### src/rtl/fed_arbiter.sv
// fed_arbiter: two-requester arbiter and sequencer for the shared FFT/ENC/DEC unit.
// Optional macro FED_ARB_RR_EN selects round-robin tie-breaking; otherwise requester 0 has fixed priority.
module fed_arbiter #(
    parameter int DW      = 19,
    parameter int FFT_LAT = 4
) (
    input  logic          clk,
    input  logic          rst,
    input  logic          req0_valid,
    input  logic [2:0]    req0_op,
    input  logic [DW-1:0] req0_data,
    output logic          req0_ready,
    input  logic          req1_valid,
    input  logic [2:0]    req1_op,
    input  logic [DW-1:0] req1_data,
    output logic          req1_ready,
    output logic [2:0]    fed_op,
    output logic [DW-1:0] fed_din,
    input  logic [DW-1:0] fed_dout,
    output logic          rsp_valid,
    output logic          rsp_id,
    output logic [DW-1:0] rsp_data,
    input  logic          rsp_ready,
    output logic          busy
);
    localparam logic [2:0] OP_FFT   = 3'b001;
    localparam logic [3:0] LAT_LOAD = 4'(FFT_LAT);

    typedef enum logic [1:0] {
        S_IDLE,
        S_EXEC,
        S_RESP
    } state_t;

    state_t        r_state;
    state_t        w_state_next;
    logic [2:0]    r_op;
    logic [DW-1:0] r_data;
    logic          r_id;
    logic [3:0]    r_cnt;
    logic          r_rsp_valid;
    logic          r_rsp_id;
    logic [DW-1:0] r_rsp_data;

    logic          w_tie_pick1;
    logic          w_grant0;
    logic          w_grant1;
    logic          w_accept;
    logic          w_exec_done;
    logic          w_rsp_done;
    logic [2:0]    w_sel_op;

`ifdef FED_ARB_RR_EN
    logic r_last;

    // On a tie, grant whichever requester did not win the previous handshake.
    assign w_tie_pick1 = ~r_last;

    always_ff @(posedge clk) begin
        if (!rst) begin
            r_last <= 1'b1;
        end else if (w_accept) begin
            r_last <= w_grant1;
        end
    end
`else
    assign w_tie_pick1 = 1'b0;
`endif

    assign w_grant1    = req1_valid & (~req0_valid | w_tie_pick1);
    assign w_grant0    = req0_valid & ~w_grant1;
    assign req0_ready  = (r_state == S_IDLE) & w_grant0 & rst;
    assign req1_ready  = (r_state == S_IDLE) & w_grant1 & rst;
    assign w_accept    = req0_ready | req1_ready;
    assign w_sel_op    = w_grant1 ? req1_op : req0_op;
    assign w_exec_done = (r_state == S_EXEC) && (r_cnt == 4'd0);
    assign w_rsp_done  = (r_state == S_RESP) && r_rsp_valid && rsp_ready;

    always_ff @(posedge clk) begin
        if (!rst) begin
            r_state <= S_IDLE;
        end else begin
            r_state <= w_state_next;
        end
    end

    always_comb begin
        w_state_next = r_state;
        case (r_state)
            S_IDLE:  if (w_accept)    w_state_next = S_EXEC;
            S_EXEC:  if (w_exec_done) w_state_next = S_RESP;
            S_RESP:  if (w_rsp_done)  w_state_next = S_IDLE;
            default: w_state_next = S_IDLE;
        endcase
    end

    always_ff @(posedge clk) begin
        if (!rst) begin
            r_op        <= 3'b000;
            r_data      <= '0;
            r_id        <= 1'b0;
            r_cnt       <= 4'd0;
            r_rsp_valid <= 1'b0;
            r_rsp_id    <= 1'b0;
            r_rsp_data  <= '0;
        end else begin
            if (w_accept) begin
                r_op   <= w_sel_op;
                r_data <= w_grant1 ? req1_data : req0_data;
                r_id   <= w_grant1;
                r_cnt  <= (w_sel_op == OP_FFT) ? LAT_LOAD : 4'd0;
            end
            // The counter reaching zero marks the cycle whose fed_dout is the valid result.
            if (r_state == S_EXEC) begin
                if (r_cnt == 4'd0) begin
                    r_rsp_valid <= 1'b1;
                    r_rsp_id    <= r_id;
                    r_rsp_data  <= fed_dout;
                end else begin
                    r_cnt <= r_cnt - 4'd1;
                end
            end
            if (w_rsp_done) begin
                r_rsp_valid <= 1'b0;
            end
        end
    end

    assign fed_op    = (r_state == S_EXEC) ? r_op : 3'b000;
    assign fed_din   = (r_state == S_EXEC) ? r_data : '0;
    assign rsp_valid = r_rsp_valid;
    assign rsp_id    = r_rsp_id;
    assign rsp_data  = r_rsp_data;
    assign busy      = (r_state != S_IDLE);

endmodule

### config.mk
export PLATFORM = sky130hd
export DESIGN_NAME = fed_arbiter
export DESIGN_NICKNAME = d
export VERILOG_FILES = /design/src/rtl/fed_arbiter.sv
export SDC_FILE = /design/constraint.sdc
export NUM_CORES = 1
export LEC_CHECK = 0
export CORE_MARGIN = 2
export CORE_UTILIZATION = 44
export DETAILED_ROUTE_END_ITERATION = 10
export GPL_TIMING_DRIVEN = 0
export PLACE_DENSITY = 0.86
export SETUP_SLACK_MARGIN = 0.5
export SLEW_MARGIN = 20
export SYNTH_ARGS = -nofsm -noshare
export SYNTH_HDL_FRONTEND = slang
export SYNTH_SLANG_ARGS = --single-unit
### constraint.sdc
create_clock -name clk -period 2.5 [get_ports clk]
set_input_delay 0.375 -clock clk [delete_from_list [all_inputs] [get_ports clk]]
set_output_delay 0.375 -clock clk [all_outputs]
set_load 0.02 [all_outputs]
==> run summary <==
Implementation results. The die is a little under 80 um wide. In this build the clock could be raised as far as roughly 0.52 GHz. Number of cell instances after yosys synthesis landed at 263. Worst-case vdd ir drop landed at between 0.0003 and 0.0004 V. HPWL after detailed placement landed at around 4800 um.

Number of antenna violations at the first check in global routing landed at 0. Area of the mapped netlist landed at approximately 0.0024 mm2. In the final report, the number of hold violations comes to 0. Weighted congestion at the end of routability-driven global placement landed at roughly 0.77. Pin slew with the least headroom to its limit landed at about 750 ps. Per the OpenROAD floorplan log, the area of the core is between 0.005 and 0.006 mm2. Number of cell rows landed at 26. Number of global-route vias before repair landed at approximately 2400. Using the TritonRoute via totals, the vias-per-cell ratio works out to 5.01. Starting DRC count in detailed routing landed at about 72. Counting tap cells, the placed design contains a total of roughly 450 instances. Reported max-cap violation count landed at 0. The power report attributes to the sequential group a share of 0.422. Dividing the final minimum period by the clock period gives 0.765. The flow ran to the end, and the final reports show no timing, DRC or antenna violations. Relative max-transition margin landed at 0.497.

Sorting the synthesized cells by area gives the leading types as dfxtp_1, a211oi_2, mux2i_1, nand2_1, and2_1. Arrival time of data at the critical path endpoint landed at approximately 1500 ps. Fraction of power consumed by the clock network landed at 0.325.

The top cell types in the final layout, fill and taps aside, are clkdlybuf4s50_1, dfxtp_1, nand2_1, a21oi_1, nor2_1. The analysis attributes to net switching a power of roughly 570 uW. Share of post-route cells with drive strength above 1 landed at 0.181.

Synthesis handed over a netlist of 263 instances. In the synthesis report, Yosys lists the chip area as ~0.0024 mm2. Counting distinct cell types in the post-synthesis netlist gives 30. The leakage component of the power was reported as 0.00151 uW.

Area of the die landed at 0.00597 mm2. Total global routing track utilization landed at 0.228. The first global-routing pass estimated roughly 11000 um of wire. After routing, the total negative slack on setup checks comes to 0 ps.

Along the worst path, the maximum fanout reaches 6.
power by group through the flow:
stage	sequential, uW	clock (uW)	combinational (uW)
final	901	694	541
after global placement	915	0	527
after CTS	901	706	539
after global routing	912	736	588
after floorplan	939	0	276
after detailed placement	919	0	539
what timing repair did:
| item | CTS | global route |
|---|---|---|
| gates resized | 72 | 10 |
| cloned | 0 | 0 |
| setup endpoints to repair | 24 | 21 |
| buffers inserted | 0 | 2 |
through the flow:
stage / hold slack (ps) / cell area [um2] / setup WS, ps / power [uW]
CTS: 459 / 3740 / 421 / 2150
floorplan: 432 / 2360 / 875 / 1210
finish: 457 / 3750 / 587 / 2140
global placement: 441 / 3580 / -5.44 / 1440
global route: 458 / 3750 / 488 / 2240
detailed placement: 446 / 3580 / 2.96 / 1460
path summary, 6_finish.rpt:
kind | startpoint | slack [ps] | cells after the start | endpoint
worst max-delay path | r_state[1] | 590 | 3 | busy
worst min-delay path | rsp_data[8] | 460 | 2 | rsp_data[8]
worst max register to register | r_cnt[0] | 900 | 7 | rsp_id
worst min register to register | rsp_data[8] | 460 | 2 | rsp_data[8]
Yosys cell counts, drive strengths merged:
master,instances
a211oi,23
a21oi,26
a2bb2oi,1
a311oi,2
and2,23
and3,2
buf,14
clkbuf,6
dfxtp,50
ha,1
inv,5
mux2i,22
nand2,45
nand2b,4
nand3,2
nand3b,1
nor2,26
nor2b,1
nor3,2
nor3b,1
nor4b,1
o211a,1
o211ai,1
o21a,1
or3,1
xnor2,1
flip-flops by register name, indices dropped and copies added (netlist names):
signal and flops:
r_cnt 4, r_op 3, r_data 19, rsp_data 19, rsp_valid 1, rsp_id 1, r_state 2, r_id 1
area by class of cell:
cell class,count,area (um2)
clock inverter,2,60.1
clock buffer,6,82.6
sequential,50,1000
timing repair buffer,115,1150
tap,70,87.6
fill,412,1390
inverter,5,18.8
multi-input combinational,188,1210
buffer,20,146
critical path: stages (launching register included):
cell             delay [ps]
dfxtp_1                 350
nor2_2                  230
inv_1                   100
clkdlybuf4s50_1         550
layer usage:
metal | routed length, um | vias up | global-route usage
met1 | 2630 | 1066 | 0.254
li1 | - | 1131 | -
met5 | 0 | - | 0
met3 | 391 | 15 | 0.0647
met2 | 3270 | 74 | 0.416
met4 | 140 | 0 | 0.0732
cells by family (layout without fill, tap and decap cells):
kind of cell / after synthesis / in the layout / share of synthesized area
XOR/XNOR: 1 / 1 / 0.00371
flip-flops: 50 / 50 / 0.424
AND/OR/NAND/NOR: 109 / 109 / 0.219
buffers and inverters: 25 / 148 / 0.0667
adder cells (fa/ha/maj): 1 / 1 / 0.00530
multiplexers: 22 / 22 / 0.0932
AND-OR/OR-AND: 55 / 55 / 0.188
Met1 routing:
The bar under the picture is 20 um long. Supply wires on this layer in grey.
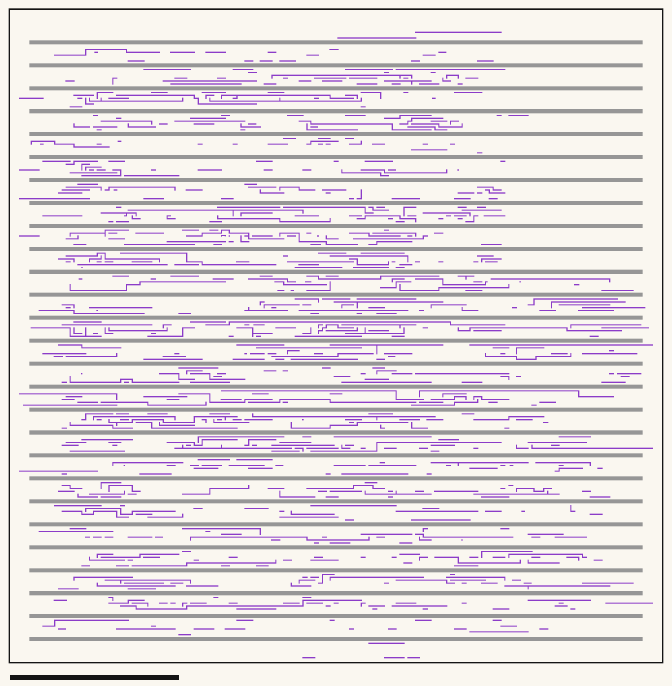
share of all routed wire	41%
nets with wire on the layer	403
main direction	horizontal
final routed wirelength across all metal layers: 6430 um
met1 demand-to-capacity share in global routing: 0.254
total via count in the routed design: 2286

Signal wires on met2:
Cells faint in the background.
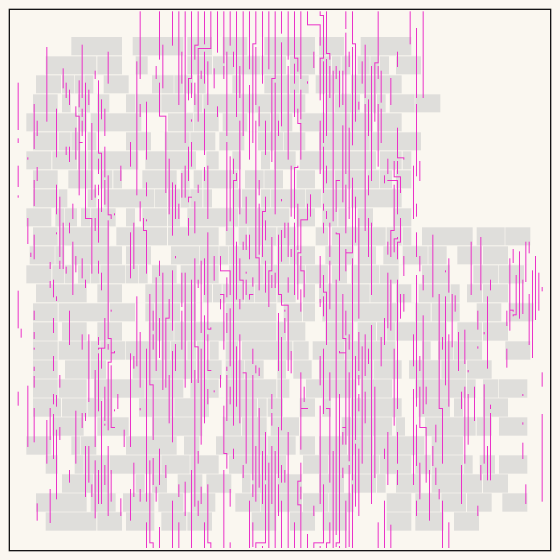
main direction	vertical
longest straight run	36.4 um
wire length on this layer	3270 um
met2 Use GR: 0.416

Met3 routing:
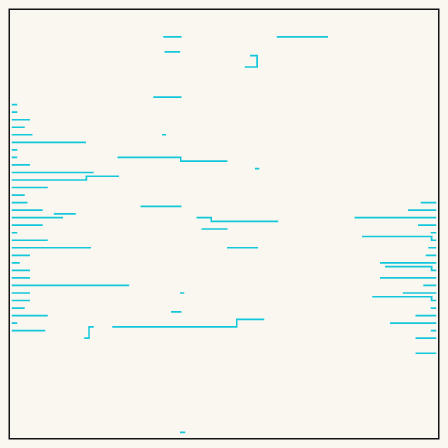
wire length on this layer	391 um
nets with wire on the layer	61
share of all routed wire	6.1%
longest straight run	22.3 um
main direction	horizontal
met3 usage in global routing: 0.0647

Power figures rest on the tool's default switching activity, not on a simulated workload.
